--- src/rtl/multi_timer.sv ---
// multi_timer: N-channel programmable down-counter timer with one-shot or
// auto-reload mode, a sticky pending flag and an interrupt mask per channel.
// Registers are word-addressed as {channel, reg}; reads are combinational.
module multi_timer #(
    parameter int          N_CH       = 2,
    parameter int          WIDTH      = 32,
    parameter logic [31:0] PRESET_RST = 32'h0000_1111,
    parameter int          AW         = $clog2(N_CH) + 2
) (
    input  logic            clk,
    input  logic            rst,
    input  logic            we,
    input  logic [AW-1:0]   addr,
    input  logic [31:0]     din,
    output logic [31:0]     dout,
    output logic [N_CH-1:0] irq_vec,
    output logic            IRQ
);

    localparam logic [WIDTH-1:0] RST_VAL = PRESET_RST[WIDTH-1:0];

    localparam logic [1:0] REG_CTRL   = 2'd0;
    localparam logic [1:0] REG_PRESET = 2'd1;
    localparam logic [1:0] REG_COUNT  = 2'd2;
    localparam logic [1:0] REG_STATUS = 2'd3;

    logic [AW-1:0] ch_sel;
    logic [1:0]    reg_sel;

    logic             en_q    [N_CH];
    logic [1:0]       mode_q  [N_CH];
    logic             im_q    [N_CH];
    logic             pend_q  [N_CH];
    logic [WIDTH-1:0] preset_q[N_CH];
    logic [WIDTH-1:0] count_q [N_CH];

    logic [N_CH-1:0] wr_ctrl;
    logic [N_CH-1:0] wr_preset;
    logic [N_CH-1:0] w1c;
    logic [N_CH-1:0] tc_event;

    assign ch_sel  = addr >> 2;
    assign reg_sel = addr[1:0];

    // Per-channel write decode and terminal-event detection; a register write
    // to CTRL or PRESET takes the cycle, so no count or event happens then.
    always_comb begin
        wr_ctrl   = '0;
        wr_preset = '0;
        w1c       = '0;
        tc_event  = '0;
        for (int i = 0; i < N_CH; i++) begin
            wr_ctrl[i]   = we && (ch_sel == AW'(i)) && (reg_sel == REG_CTRL);
            wr_preset[i] = we && (ch_sel == AW'(i)) && (reg_sel == REG_PRESET);
            w1c[i]       = we && (ch_sel == AW'(i)) && (reg_sel == REG_STATUS) && din[0];
            tc_event[i]  = en_q[i] && (count_q[i] == '0) && !wr_ctrl[i] && !wr_preset[i];
        end
    end

    // Channel state: reset, register writes, then count / terminal handling.
    always_ff @(posedge clk) begin
        for (int i = 0; i < N_CH; i++) begin
            if (rst) begin
                en_q[i]     <= 1'b0;
                mode_q[i]   <= 2'b00;
                im_q[i]     <= 1'b0;
                pend_q[i]   <= 1'b0;
                preset_q[i] <= RST_VAL;
                count_q[i]  <= RST_VAL;
            end else begin
                if (wr_ctrl[i]) begin
                    en_q[i]   <= din[0];
                    mode_q[i] <= din[2:1];
                    im_q[i]   <= din[3];
                end else if (wr_preset[i]) begin
                    preset_q[i] <= din[WIDTH-1:0];
                    count_q[i]  <= din[WIDTH-1:0];
                    en_q[i]     <= 1'b1;
                end else if (en_q[i]) begin
                    if (count_q[i] != '0) begin
                        count_q[i] <= count_q[i] - WIDTH'(1);
                    end else if (mode_q[i] == 2'b01) begin
                        count_q[i] <= preset_q[i];
                    end else begin
                        en_q[i] <= 1'b0;
                    end
                end

                // A terminal event outranks a simultaneous W1C.
                if (tc_event[i]) begin
                    pend_q[i] <= 1'b1;
                end else if (w1c[i]) begin
                    pend_q[i] <= 1'b0;
                end
            end
        end
    end

    // Read mux; out-of-range channels and unused bits read as zero.
    always_comb begin
        dout = '0;
        for (int i = 0; i < N_CH; i++) begin
            if (ch_sel == AW'(i)) begin
                case (reg_sel)
                    REG_CTRL:   dout = {28'd0, im_q[i], mode_q[i], en_q[i]};
                    REG_PRESET: dout = 32'(preset_q[i]);
                    REG_COUNT:  dout = 32'(count_q[i]);
                    default:    dout = {31'd0, pend_q[i]};
                endcase
            end
        end
    end

    // Interrupt outputs: masked pending flags and their OR.
    always_comb begin
        irq_vec = '0;
        for (int i = 0; i < N_CH; i++) begin
            irq_vec[i] = pend_q[i] & im_q[i];
        end
        IRQ = |irq_vec;
    end

endmodule

--- config.mk ---
export PLATFORM = sky130hd
export DESIGN_NAME = multi_timer
export DESIGN_NICKNAME = d
export VERILOG_FILES = /design/src/rtl/multi_timer.sv
export SDC_FILE = /design/constraint.sdc
export NUM_CORES = 1
export LEC_CHECK = 0
export ABC_CLOCK_PERIOD_IN_PS = 6350
export CAP_MARGIN = 20
export CELL_PAD_IN_SITES_DETAIL_PLACEMENT = 1
export CELL_PAD_IN_SITES_GLOBAL_PLACEMENT = 1
export CORE_MARGIN = 1
export CORE_UTILIZATION = 30
export CTS_BUF_LIST = sky130_fd_sc_hd__clkbuf_8
export DETAILED_ROUTE_END_ITERATION = 12
export PLACE_DENSITY_LB_ADDON = 0.1
export SLEW_MARGIN = 10
export SYNTH_ARGS = -nofsm -noshare
export SYNTH_HDL_FRONTEND = slang
export SYNTH_SLANG_ARGS = --single-unit
export TNS_END_PERCENT = 100
--- constraint.sdc ---
create_clock -name clk -period 6.35 [get_ports clk]
set_clock_uncertainty 0.15 [all_clocks]
set_input_delay 1.5875 -clock clk [delete_from_list [all_inputs] [get_ports clk]]
set_output_delay 1.5875 -clock clk [all_outputs]
set_load 0.005 [all_outputs]
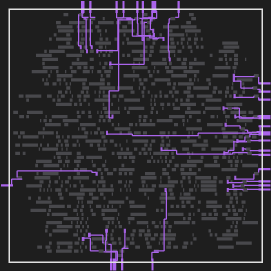
**Above:** run 1 (wires at chosen ports, followed through buffers).
Drawn at 1.5 px/µm.
| port | colour | bits | direction | end cells | buffers | wire |
|---|---|---|---|---|---|---|
| dout | purple | 32 | output | 32 | 32 | 1,120 µm |
total I/O pin count: 73
total of buffers placed on input and output ports: 72

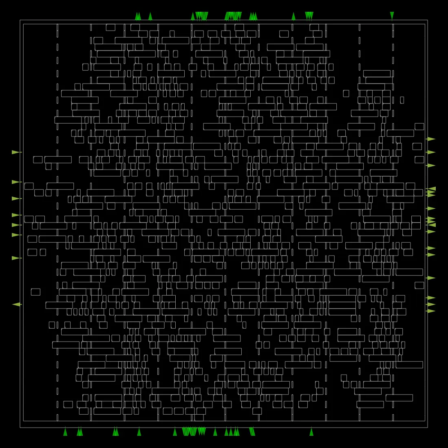
**Above:** run 1 (placement view).
final standard cell count with taps included and fillers excluded: 1,224
Core Area: 27,000 µm²

==> out/metrics.csv, run 1 <==
stage,metric,value,unit
clocking,post-CTS setup buffer count,0,
setup_path,worst setup path startpoint,addr[1],
setup_path,Setup CP Type,in -> out,
placement,pre-CTS setup slack,0.680,ns
flow_run,number of max-cap violations,0,
synth,Yosys top cell area share,0.504,
setup_path,FF-to-FF setup slack,2.21,ns
clocking,clk latency late pin,0.46,ns
pwr,standby leakage power,3.46,nW
synth,number of different library cells in the post-synthesis netlist,61,
synth,YS warnings,0,
flow_run,number of warning messages in the logs,26,
pwr,Cell Pwr Density,226,nW/µm²
placement,routability cong.,0.834,
setup_path,Reg-to-Reg End,count_q[1][16]$_SDFFCE_PN0P_,
final_layout,number of inserted diodes,0,
routing,count of routing violations after the opening detailed-route iteration,637,
routing,number of remaining DRC errors,0,
final_timing,Sum Neg Setup Slack,0,ns
final_layout,number of filler cells placed in the layout,2980,
placement,number of placed cells counting well taps,1192,
pwr,IR Drop Worst-Case VDD,0.0000874,V
final_timing,final hold violation count,0,
final_layout,layout cells sized above 1,0.106,
grt,global-route layer with the greatest usage,met2,
clocking,Hold Buf Count CTS,0,
setup_path,cell depth of the worst flop-to-flop path,8,
grt,largest net degree at the start of global routing,45,
synth,Gate Count Post-Synth,799,
setup_path,"Data arrival, critical path",3.94,ns
routing,Final Routed Wirelength,31000,µm
final_layout,logic area,3860,µm²
synth,mean post-synth cell area,10.3,µm²
synth,leading register cell type out of synthesis,sky130_fd_sc_hd__edfxtp_1,
routing,average vias per placed instance,5.75,
clocking,"buffers from clock root to sink, at most",2,
setup_path,R2R Path Start,count_q[1][0]$_SDFFCE_PN1P_,
final_timing,fin crit period,5.68,ns
synth,number of synthesized register bits,138,
clocking,post-CTS resize count,0,
die,die outline height,168,µm
die,number of placement rows,60,
synth,mapped cell area,8230,µm²
final_timing,final setup vio count,0,
placement,Placed Instance Area,9440,µm²
grt,total grt overflow,0,
synth,Nets at Floorplan,839,
die,pre-placement core utilization,0.305,
synth,flip-flops with a built-in enable,138,
setup_path,CP Data Required Time,4.61,ns
min_path,class of the tightest hold or removal check,reg -> reg,
run_status,run status,completed,
die,Die Outline Area,28100,µm²
routing,via count of the routed design,7038,
clocking,clock root buffer,sky130_fd_sc_hd__clkbuf_8,
grt,Total GRT Usage,0.226,
grt,met2 Track Usage GR,0.364,
setup_path,type of destination of the critical path,output pin,
clocking,htree depth,4,
routing,antenna-violating nets left,0,
final_timing,max-slew headroom at the worst pin,0.305,
final_timing,unrepaired setup endpoints after global routing,false,
routing,wire length per cell after detailed routing,25.3,µm
placement,Detailed Place HPWL,22100,µm
grt,global-route met3 utilization,0.0281,
synth,cells taking the most area after synthesis,"sky130_fd_sc_hd__edfxtp_1 50%, sky130_fd_sc_hd__a221oi_1 6.0%, sky130_fd_sc_hd__nor2_1 5.1%",
final_timing,maximum achievable frequency,176,MHz
clocking,TritonCTS clock tree,done,
grt,initial antenna violation count,2,
synth,sequential-to-total area share from yosys stat,0.504,
grt,via count of the first global-routing pass,7436,
final_layout,layout net count,910,
clocking,clk slew on worst S/H paths,0.09,ns
grt,met1 Use GR,0.320,
setup_path,startpoint type of the worst setup path,primary input,
synth,yosys-reported design area after synthesis,8230,µm²
clocking,CTS Sinks,138,
final_timing,transition time at the pin with the least slew margin,1.04,ns
synth,async set-or-reset flop fraction in the synthesized netlist,0,
final_layout,footprint of the flip-flops and latches,4140,µm²
routing,drt first pass iters,5,
synth,cell total in the yosys stat output,799,
synth,leading area contributor after synthesis,sky130_fd_sc_hd__edfxtp_1,
final_timing,worst slack on hold paths,0.419,ns
grt,wire length of the first global-routing pass,47700,µm
final_timing,count of pins over their slew limit,0,
pwr,total power draw,2.22,mW
clocking,total CTS buffers,17,
final_layout,area added between synthesis and finish,19.3,%
final_layout,final core area utilization,0.364,
final_layout,most instantiated logic cells after routing,"138 x sky130_fd_sc_hd__edfxtp_1, 111 x sky130_fd_sc_hd__nor2_1, 71 x sky130_fd_sc_hd__clkdlybuf4s50_1, 64 x sky130_fd_sc_hd__and2_1, 56 x sky130_fd_sc_hd__a221oi_1",
final_layout,"most common cell after layout, fill and taps aside",sky130_fd_sc_hd__edfxtp_1,
setup_path,maximum fanout along the worst path,32,
die,horizontal die dimension,168,µm
final_timing,share of the clock period used by the worst path after layout,0.894,
setup_path,capturing element of the worst setup path,dout[5],
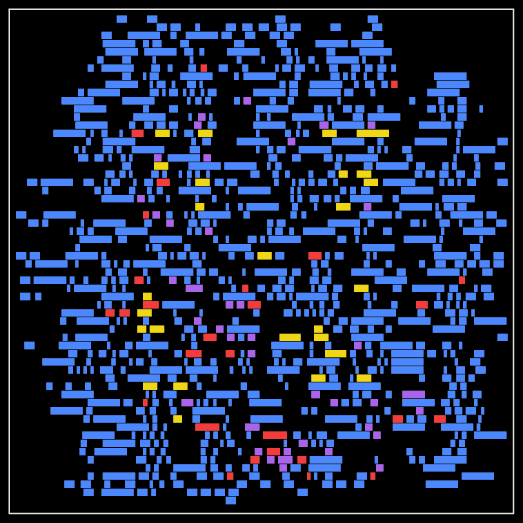
**Above:** run 1 (cell sizes after repair).
Drawn at 3 px/µm.
| size | colour | cells | share |
|---|---|---|---|
| _0 and _1 cells | blue | 789 | 89% |
| _6 and larger | yellow | 26 | 2.9% |
| _2 cells | red | 28 | 3.2% |
| _3 and _4 cells | purple | 40 | 4.5% |
post-route setup slack: 0.673 ns
buffers outside the clock class: 102
total non-filler cell area in the finished layout: 9810 µm²

==> run 1: report_power, final <==
group          internal, mW  total, mW  switching (mW)  leakage (nW)
logic                 0.152      0.342           0.190          1.90
clock network         0.315      0.717           0.402         0.178
registers              1.08       1.16          0.0790          1.38
total                  1.55       2.22           0.671          3.46
==> run 1: layout make-up <==
class                      count  share of cell area
clock buffer                  17              0.0238
sequential                   138               0.422
multi-input combinational    600               0.393
tap                          341              0.0435
inverter                      11             0.00421
timing repair buffer         102              0.0985
clock inverter                15              0.0142
==> run 1: synth_stat cells (all sizes together) (3+ instances only) <==
cell	count
inv	11
or2	5
a211o	21
nor2	112
o211ai	4
edfxtp	138
a21oi	29
a22oi	4
o22ai	13
o31ai	5
nand4	4
a221oi	56
nor4	23
nand2b	12
or4	7
o21bai	4
nand3	8
nor3	34
o21ai	27
nor4b	3
xor2	28
buf	17
nand3b	4
or3	12
xnor2	17
mux2i	12
a31o	3
a221o	3
or3b	4
clkbuf	33
and2	65
nor3b	6
and3	3
nor2b	7
o21a	3
nand2	43
==> run 1: sequential cells by signal, summed over array words and instances, names as in the netlist <==
name	flops
im_q	2
pend_q	2
count_q	64
preset_q	64
mode_q	4
en_q	2
==> run 1: worst max-delay path, cell delays in order <==
cell and delay [ns]:
sky130_fd_sc_hd__clkdlybuf4s50_1 0.43, sky130_fd_sc_hd__buf_4 0.22, sky130_fd_sc_hd__nor2b_4 0.50, sky130_fd_sc_hd__buf_12 0.28, sky130_fd_sc_hd__a221oi_1 0.11, sky130_fd_sc_hd__nor2_1 0.24
sky130_fd_sc_hd__clkdlybuf4s50_1 0.55
==> run 1: how the worst min path moves through the flow <==
stage	startpoint	endpoint	slack, ns	cells after the start
5_1_grt	preset_q[0][17]$_DFFE_PP_	count_q[0][17]$_DFFE_PP_	0.45	1
2_1_floorplan	preset_q[1][7]$_SDFFCE_PN0P_	count_q[1][7]$_SDFFCE_PN0P_	0.37	2
3_5_place_dp	preset_q[0][25]$_DFFE_PP_	count_q[0][25]$_DFFE_PP_	0.41	1
4_1_cts	preset_q[0][14]$_DFFE_PP_	count_q[0][14]$_DFFE_PP_	0.42	1
3_3_place_gp	preset_q[0][20]$_DFFE_PP_	count_q[0][20]$_DFFE_PP_	0.39	1
6_report	preset_q[0][20]$_DFFE_PP_	count_q[0][20]$_DFFE_PP_	0.42	1
==> run 1: routing by layer <==
layer  part of all wire  up-vias
met5                  0        -
met4              0.020        0
met3              0.042       42
met2               0.46      207
met1               0.47     3600
li1                   -     3189
==> run 1: cell families (layout without fill, tap and decap cells) <==
logic type	after synthesis	in the layout	share of synthesized area
simple gates	353	353	0.227
compound gates	184	184	0.164
flops	138	138	0.504
buf+inv	61	145	0.0321
xor+xnor	45	45	0.0479
mux	16	16	0.0228
fa+ha+maj	2	2	0.00304
==> inputs of run 2 (changes only) <==
--- a/config.mk
+++ b/config.mk
@@ -5,7 +5,7 @@
 export SDC_FILE = /design/constraint.sdc
 export NUM_CORES = 1
 export LEC_CHECK = 0
-export ABC_CLOCK_PERIOD_IN_PS = 6350
+export ABC_CLOCK_PERIOD_IN_PS = 5800
 export CAP_MARGIN = 20
 export CELL_PAD_IN_SITES_DETAIL_PLACEMENT = 1
 export CELL_PAD_IN_SITES_GLOBAL_PLACEMENT = 1
==> constraint.sdc (replaced) <==
create_clock -name clk -period 5.8 [get_ports clk]
set_clock_uncertainty 0.15 [all_clocks]
set_input_delay 1.45 -clock clk [delete_from_list [all_inputs] [get_ports clk]]
set_output_delay 1.45 -clock clk [all_outputs]
set_load 0.005 [all_outputs]
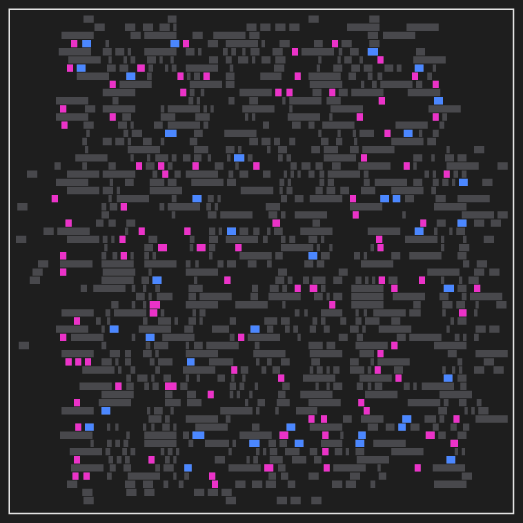
**Above:** run 2 (logic cells by family).
Drawn at 3 px/µm.
| family | colour | cells | most used | where |
|---|---|---|---|---|
| AND and OR gates | magenta | 97 | and2_1 | spread over the die |
| AND-OR and OR-AND gates | blue | 37 | a211o_1 | spread over the die |

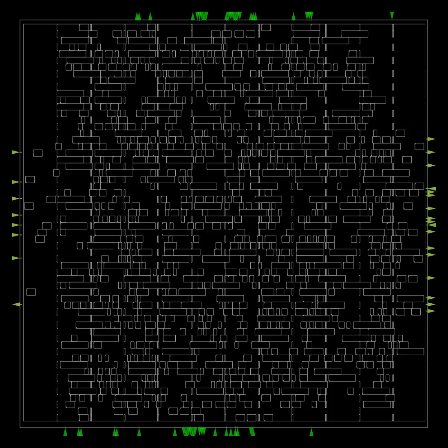
**Above:** run 2 (placement view).
Seq/total area: 0.421
tap cell instance count: 341
final standard cell count with taps included and fillers excluded: 1,220

==> out/metrics.csv, run 2 <==
stage,metric,value,unit
final_layout,number of inserted diodes,0,
routing,wire length per cell after detailed routing,25.4,µm
flow_run,number of warning messages in the logs,26,
final_layout,logic area,3860,µm²
clocking,TritonCTS clock tree,done,
setup_path,startpoint type of the worst setup path,primary input,
synth,cells taking the most area after synthesis,"sky130_fd_sc_hd__edfxtp_1 50%, sky130_fd_sc_hd__a221oi_1 6.0%, sky130_fd_sc_hd__nor2_1 5.1%",
clocking,clk slew on worst S/H paths,0.08,ns
setup_path,CP Data Required Time,4.20,ns
synth,area share of xor/xnor cells in the synthesized design,0.0479,
routing,number of remaining DRC errors,0,
placement,pre-CTS setup slack,0.450,ns
routing,Final Routed Wirelength,31000,µm
run_status,run status,completed,
final_timing,max-slew headroom at the worst pin,0.322,
final_layout,most instantiated logic cells after routing,"138 x sky130_fd_sc_hd__edfxtp_1, 111 x sky130_fd_sc_hd__nor2_1, 71 x sky130_fd_sc_hd__clkdlybuf4s50_1, 64 x sky130_fd_sc_hd__and2_1, 56 x sky130_fd_sc_hd__a221oi_1",
grt,Total GRT Usage,0.224,
setup_path,type of destination of the critical path,output pin,
die,number of placement rows,60,
grt,largest net degree at the start of global routing,45,
final_timing,final setup vio count,0,
min_path,class of the tightest hold or removal check,reg -> reg,
clocking,Hold Buf Count CTS,0,
synth,YS warnings,0,
setup_path,CP Cell Sequence,"clkdlybuf4s50_1, nor2b_4, buf_12, a221oi_1, nor2_1, clkdlybuf4s50_1",
pwr,net switching power figure,0.706,mW
clocking,htree depth,4,
pwr,IR Drop Worst-Case VDD,0.000127,V
final_timing,final hold violation count,0,
synth,Compound-Gate Fraction of Synth Area,0.164,
final_layout,layout net count,906,
pwr,Cell Pwr Density,256,nW/µm²
final_timing,transition time at the pin with the least slew margin,1.02,ns
final_layout,footprint of the flip-flops and latches,4140,µm²
final_layout,Top Registers,"count_q: 64 flops, preset_q: 64 flops, mode_q: 4 flops",
synth,Nets at Floorplan,839,
routing,via count of the routed design,7046,
synth,leading register cell type out of synthesis,sky130_fd_sc_hd__edfxtp_1,
synth,mean post-synth cell area,10.3,µm²
final_timing,share of the clock period used by the worst path after layout,0.925,
setup_path,delay contributed by the slowest stage of the critical path,0.60,ns
setup_path,Setup CP Type,in -> out,
placement,number of placed cells counting well taps,1188,
die,Die Outline Area,28100,µm²
clocking,CTS Sinks,138,
placement,Detailed Place HPWL,21500,µm
synth,Gate Count Post-Synth,799,
pwr,switching power share of the total,0.281,
routing,antenna-violating nets left,0,
die,die outline height,168,µm
grt,total grt overflow,0,
synth,async set-or-reset flop fraction in the synthesized netlist,0,
final_timing,post-route setup slack,0.434,ns
clocking,"buffers from clock root to sink, at most",2,
synth,cell total in the yosys stat output,799,
clocking,total CTS buffers,17,
final_layout,final core area utilization,0.366,
final_timing,Sum Neg Setup Slack,0,ns
synth,mapped cell area,8230,µm²
pwr,sequential share of power,0.503,
die,Core Area,27000,µm²
routing,average vias per placed instance,5.78,
clocking,clock root buffer,sky130_fd_sc_hd__clkbuf_8,
synth,sequential-to-total area share from yosys stat,0.504,
pwr,standby leakage power,3.49,nW
final_timing,maximum achievable frequency,186,MHz
grt,wire length of the first global-routing pass,47100,µm
final_timing,unrepaired setup endpoints after global routing,false,
final_layout,layout cells sized above 1,0.0990,
synth,most frequent cell after synthesis,sky130_fd_sc_hd__edfxtp_1,
final_layout,area added between synthesis and finish,19.7,%
synth,number of different library cells in the post-synthesis netlist,61,
synth,Adder-Cell Fraction of Synth Area,0.00304,
synth,Yosys top cell area share,0.504,
routing,drt first pass iters,5,
setup_path,Worst path top cell family by delay,buffers and inverters,
clocking,post-CTS resize count,0,
die,horizontal die dimension,168,µm
setup_path,"Data arrival, critical path",3.77,ns
synth,commonest cells in the netlist,"138 x sky130_fd_sc_hd__edfxtp_1, 112 x sky130_fd_sc_hd__nor2_1, 64 x sky130_fd_sc_hd__and2_1",
pwr,Internal Pwr Total,1.81,mW
synth,Synth logic family,simple AND/OR/NAND/NOR gates,
synth,number of synthesized register bits,138,
setup_path,maximum fanout along the worst path,20,
synth,leading area contributor after synthesis,sky130_fd_sc_hd__edfxtp_1,
setup_path,Critical-path top delay cell,sky130_fd_sc_hd__nor2b_4,
setup_path,CP dominant cell by count,sky130_fd_sc_hd__clkdlybuf4s50_1,
die,pre-placement core utilization,0.305,
pwr,total power draw,2.52,mW
flow_run,number of max-cap violations,0,
setup_path,critical path buffer and inverter count,3,
final_layout,number of filler cells placed in the layout,2982,
grt,initial antenna violation count,0,
grt,via count of the first global-routing pass,7352,
synth,yosys-reported design area after synthesis,8230,µm²
==> run 2: cell counts after synthesis <==
No cell type changed its count.
==> run 2: routing by layer <==
metal  GRT usage  wire (µm)
met2       0.354      14200
met3      0.0331       1360
met4      0.0558        429
met1       0.320      15000
met5           0          0
==> run 2: stage by stage <==
| stage | hold WS, ns | cell area [µm²] |
|---|---|---|
| detailed placement | 0.398 | 9430 |
| global route | 0.438 | 9850 |
| floorplan | 0.371 | 8230 |
| finish | 0.414 | 9850 |
| global placement | 0.389 | 9430 |
| CTS | 0.420 | 9850 |
==> run 2: logic make-up after synthesis <==
| group | Yosys count |
|---|---|
| multiplexers | 16 |
| buffers and inverters | 61 |
| adder cells (fa/ha/maj) | 2 |
| AND-OR/OR-AND | 184 |
| XOR/XNOR | 45 |
| AND/OR/NAND/NOR | 353 |
| flip-flops | 138 |
==> run 2: path summary, 6_finish.rpt <==
check,to,cells after the start,slack [ns],from
min,count_q[0][12]$_DFFE_PP_,2,0.41,preset_q[0][12]$_DFFE_PP_
min reg2reg,count_q[0][12]$_DFFE_PP_,2,0.41,preset_q[0][12]$_DFFE_PP_
max reg2reg,count_q[1][16]$_SDFFCE_PN0P_,8,1.83,count_q[1][0]$_SDFFCE_PN1P_
max,dout[7],6,0.43,addr[1]
==> run 2: final cells by class <==
| class | count | area share |
|---|---|---|
| inverters | 11 | 0.00419 |
| clock buffers | 17 | 0.0238 |
| clock inverters | 15 | 0.0187 |
| multi-input cells | 600 | 0.392 |
| flip-flops and latches | 138 | 0.421 |
| repair buffers | 98 | 0.0975 |
| well taps | 341 | 0.0433 |
==> run 2: power groups by stage <==
stage	registers [mW]	logic [mW]	clock network, mW
floorplan	1.26	0.200	0
global placement	1.29	0.372	0
detailed placement	1.29	0.377	0
CTS	1.26	0.379	0.893
global route	1.28	0.407	0.925
finish	1.27	0.377	0.874
==> run 2: worst min-delay path: cells and delay by family, from the launching register on <==
| family | cells | cell delay (ns) |
|---|---|---|
| DFF | 1 | 0.35 |
| and+or+nand+nor | 1 | 0.05 |
| AOI/OAI and AO/OA | 1 | 0.06 |
==> inputs of run 3 (changes only) <==
--- a/config.mk
+++ b/config.mk
@@ -14,6 +14,7 @@
 export CTS_BUF_LIST = sky130_fd_sc_hd__clkbuf_8
 export DETAILED_ROUTE_END_ITERATION = 12
 export PLACE_DENSITY_LB_ADDON = 0.1
+export SETUP_SLACK_MARGIN = 0.02
 export SLEW_MARGIN = 10
 export SYNTH_ARGS = -nofsm -noshare
 export SYNTH_HDL_FRONTEND = slang
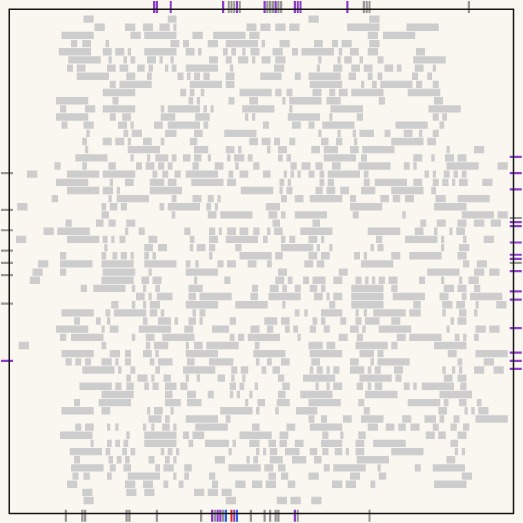
**Above:** run 3 (I/O pins on the die edge).
Drawn at 3 px/µm. Pins as bars across the die edge, other pins in grey.
| port | colour | pins | direction | edge |
|---|---|---|---|---|
| dout | purple | 32 | output | 15 east, 11 north, 5 south, 1 west |
| IRQ | red | 1 | output | south |
| irq_vec | blue | 2 | output | south |
all pins by edge: 24 south, 24 north, 17 east, 8 west
horizontal die dimension: 168 µm
die outline height: 168 µm

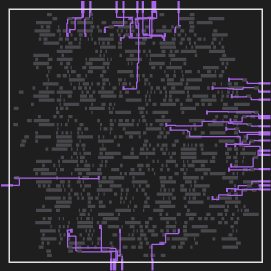
**Above:** run 3 (wires at chosen ports, followed through buffers).
Drawn at 1.5 px/µm.
| port | colour | bits | direction | end cells | buffers | wire |
|---|---|---|---|---|---|---|
| dout | purple | 32 | output | 32 | 32 | 1,030 µm |

==> out/metrics.csv, run 3 <==
stage,metric,value,unit
run_status,run status,completed,
setup_path,maximum fanout along the worst path,20,
synth,number of different library cells in the post-synthesis netlist,61,
final_layout,logic area,3860,µm²
setup_path,R2R Path Start,count_q[1][0]$_SDFFCE_PN1P_,
final_timing,final setup vio count,0,
setup_path,FF-to-FF setup slack,1.83,ns
clocking,htree depth,4,
synth,most frequent cell after synthesis,sky130_fd_sc_hd__edfxtp_1,
final_layout,number of filler cells placed in the layout,2982,
die,total I/O pin count,73,
final_layout,"most common cell after layout, fill and taps aside",sky130_fd_sc_hd__edfxtp_1,
die,Core Area,27000,µm²
min_path,critical hold path startpoint,preset_q[0][12]$_DFFE_PP_,
routing,drt first pass iters,5,
clocking,Hold Buf Count CTS,0,
grt,Total GRT Usage,0.224,
final_timing,maximum achievable frequency,186,MHz
synth,commonest cells in the netlist,"138 x sky130_fd_sc_hd__edfxtp_1, 112 x sky130_fd_sc_hd__nor2_1, 64 x sky130_fd_sc_hd__and2_1",
final_layout,Top Registers,"count_q: 64 flops, preset_q: 64 flops, mode_q: 4 flops",
synth,cells taking the most area after synthesis,"sky130_fd_sc_hd__edfxtp_1 50%, sky130_fd_sc_hd__a221oi_1 6.0%, sky130_fd_sc_hd__nor2_1 5.1%",
min_path,Hold Crit Endpoint,count_q[0][12]$_DFFE_PP_,
final_timing,Sum Neg Setup Slack,0,ns
synth,async set-or-reset flop fraction in the synthesized netlist,0,
clocking,clock root buffer,sky130_fd_sc_hd__clkbuf_8,
routing,count of routing violations after the opening detailed-route iteration,589,
grt,initial antenna violation count,0,
setup_path,Setup CP Type,in -> out,
routing,Final Routed Wirelength,31000,µm
grt,total grt overflow,0,
setup_path,Critical-path top delay cell,sky130_fd_sc_hd__nor2b_4,
synth,leading area contributor after synthesis,sky130_fd_sc_hd__edfxtp_1,
synth,number of synthesized register bits,138,
pwr,Cell Pwr Density,256,nW/µm²
setup_path,startpoint type of the worst setup path,primary input,
synth,Yosys top cell area share,0.504,
grt,wire length of the first global-routing pass,47100,µm
clocking,"buffers from clock root to sink, at most",2,
routing,antenna-violating nets left,0,
grt,via count of the first global-routing pass,7352,
flow_run,number of warning messages in the logs,26,
final_layout,layout net count,906,
setup_path,CP Cell Sequence,"clkdlybuf4s50_1, nor2b_4, buf_12, a221oi_1, nor2_1, clkdlybuf4s50_1",
synth,mean post-synth cell area,10.3,µm²
routing,wire length per cell after detailed routing,25.4,µm
pwr,standby leakage power,3.49,nW
flow_run,number of max-cap violations,0,
routing,number of remaining DRC errors,0,
setup_path,CP Data Required Time,4.20,ns
final_layout,most instantiated logic cells after routing,"138 x sky130_fd_sc_hd__edfxtp_1, 111 x sky130_fd_sc_hd__nor2_1, 71 x sky130_fd_sc_hd__clkdlybuf4s50_1, 64 x sky130_fd_sc_hd__and2_1, 56 x sky130_fd_sc_hd__a221oi_1",
synth,mapped cell area,8230,µm²
clocking,clk latency late pin,0.47,ns
setup_path,"Data arrival, critical path",3.77,ns
synth,cell total in the yosys stat output,799,
placement,total of buffers placed on input and output ports,72,
clocking,total CTS buffers,17,
clocking,clk slew on worst S/H paths,0.08,ns
synth,Nets at Floorplan,839,
die,number of placement rows,60,
setup_path,worst setup path startpoint,addr[1],
routing,via count of the routed design,7046,
synth,sequential-to-total area share from yosys stat,0.504,
final_layout,layout cells sized above 1,0.0990,
placement,routability cong.,0.820,
setup_path,type of destination of the critical path,output pin,
clocking,post-CTS setup buffer count,0,
clocking,post-CTS resize count,0,
final_layout,number of inserted diodes,0,
clocking,CTS Sinks,138,
pwr,IR Drop Worst-Case VDD,0.000127,V
min_path,class of the tightest hold or removal check,reg -> reg,
routing,average vias per placed instance,5.78,
die,Die Outline Area,28100,µm²
synth,leading register cell type out of synthesis,sky130_fd_sc_hd__edfxtp_1,
final_layout,footprint of the flip-flops and latches,4140,µm²
final_timing,share of the clock period used by the worst path after layout,0.925,
placement,Detailed Place HPWL,21500,µm
synth,yosys-reported design area after synthesis,8230,µm²
placement,pre-CTS setup slack,0.450,ns
final_layout,total non-filler cell area in the finished layout,9850,µm²
final_timing,transition time at the pin with the least slew margin,1.02,ns
final_timing,count of pins over their slew limit,0,
final_timing,post-route setup slack,0.434,ns
setup_path,cell depth of the worst flop-to-flop path,8,
final_timing,fin crit period,5.37,ns
final_layout,area added between synthesis and finish,19.7,%
placement,Placed Instance Area,9430,µm²
die,pre-placement core utilization,0.305,
pwr,total power draw,2.52,mW
synth,Gate Count Post-Synth,799,
setup_path,CP dominant cell by count,sky130_fd_sc_hd__clkdlybuf4s50_1,
setup_path,delay contributed by the slowest stage of the critical path,0.60,ns
min_path,number of cells on the worst hold path,2,
final_timing,max-slew headroom at the worst pin,0.322,
final_timing,final hold violation count,0,
synth,flip-flops with a built-in enable,138,
clocking,TritonCTS clock tree,done,
setup_path,Reg-to-Reg End,count_q[1][16]$_SDFFCE_PN0P_,
synth,YS warnings,0,
grt,largest net degree at the start of global routing,45,
final_timing,unrepaired setup endpoints after global routing,false,
run 3: cells by family after synthesis:
| kind of cell | count (synthesis) | share of synthesized area |
|---|---|---|
| xor+xnor | 45 | 0.0479 |
| flops | 138 | 0.504 |
| compound gates | 184 | 0.164 |
| mux | 16 | 0.0228 |
| buf+inv | 61 | 0.0321 |
| fa+ha+maj | 2 | 0.00304 |
| simple gates | 353 | 0.227 |
run 3: metrics by stage:
stage,util,hold slack [ns],std cells
global route,0.366,0.438,1220
global placement,0.350,0.389,1188
CTS,0.366,0.420,1220
detailed placement,0.350,0.398,1188
finish,0.366,0.414,1220
floorplan,-,0.371,799
run 3: where the power goes:
group          switching, mW  internal [mW]
Clock                  0.412          0.462
Combinational          0.210          0.167
Sequential            0.0843           1.18
run 3: worst max-delay path by stage:
| stage | slack (ns) | depth (start not counted) | end |
|---|---|---|---|
| 2_1_floorplan | 1.55 | 6 | dout[27] |
| 3_3_place_gp | 0.49 | 6 | dout[7] |
| 3_5_place_dp | 0.45 | 6 | dout[7] |
| 4_1_cts | 0.45 | 6 | dout[7] |
| 5_1_grt | 0.33 | 6 | dout[7] |
| 6_report | 0.43 | 6 | dout[7] |
run 3: routing by layer:
metal | part of all wire | global-route usage
met1 | 0.48 | 0.320
met2 | 0.46 | 0.354
met3 | 0.044 | 0.0331
met4 | 0.014 | 0.0558
met5 | 0 | 0
run 3: worst max-delay path, delay by kind of cell:
family	cells	cell delay, ns
compound gates	1	0.09
simple gates	2	0.84
buf+inv	3	1.36
run 3: final cells by class:
cell class | count | share of cell area
Timing Repair Buffer | 98 | 0.0975
Inverter | 11 | 0.00419
Multi-Input combinational cell | 600 | 0.392
Clock inverter | 15 | 0.0187
Sequential cell | 138 | 0.421
Clock buffer | 17 | 0.0238
Tap cell | 341 | 0.0433
Power and IR drop assume default switching activity.
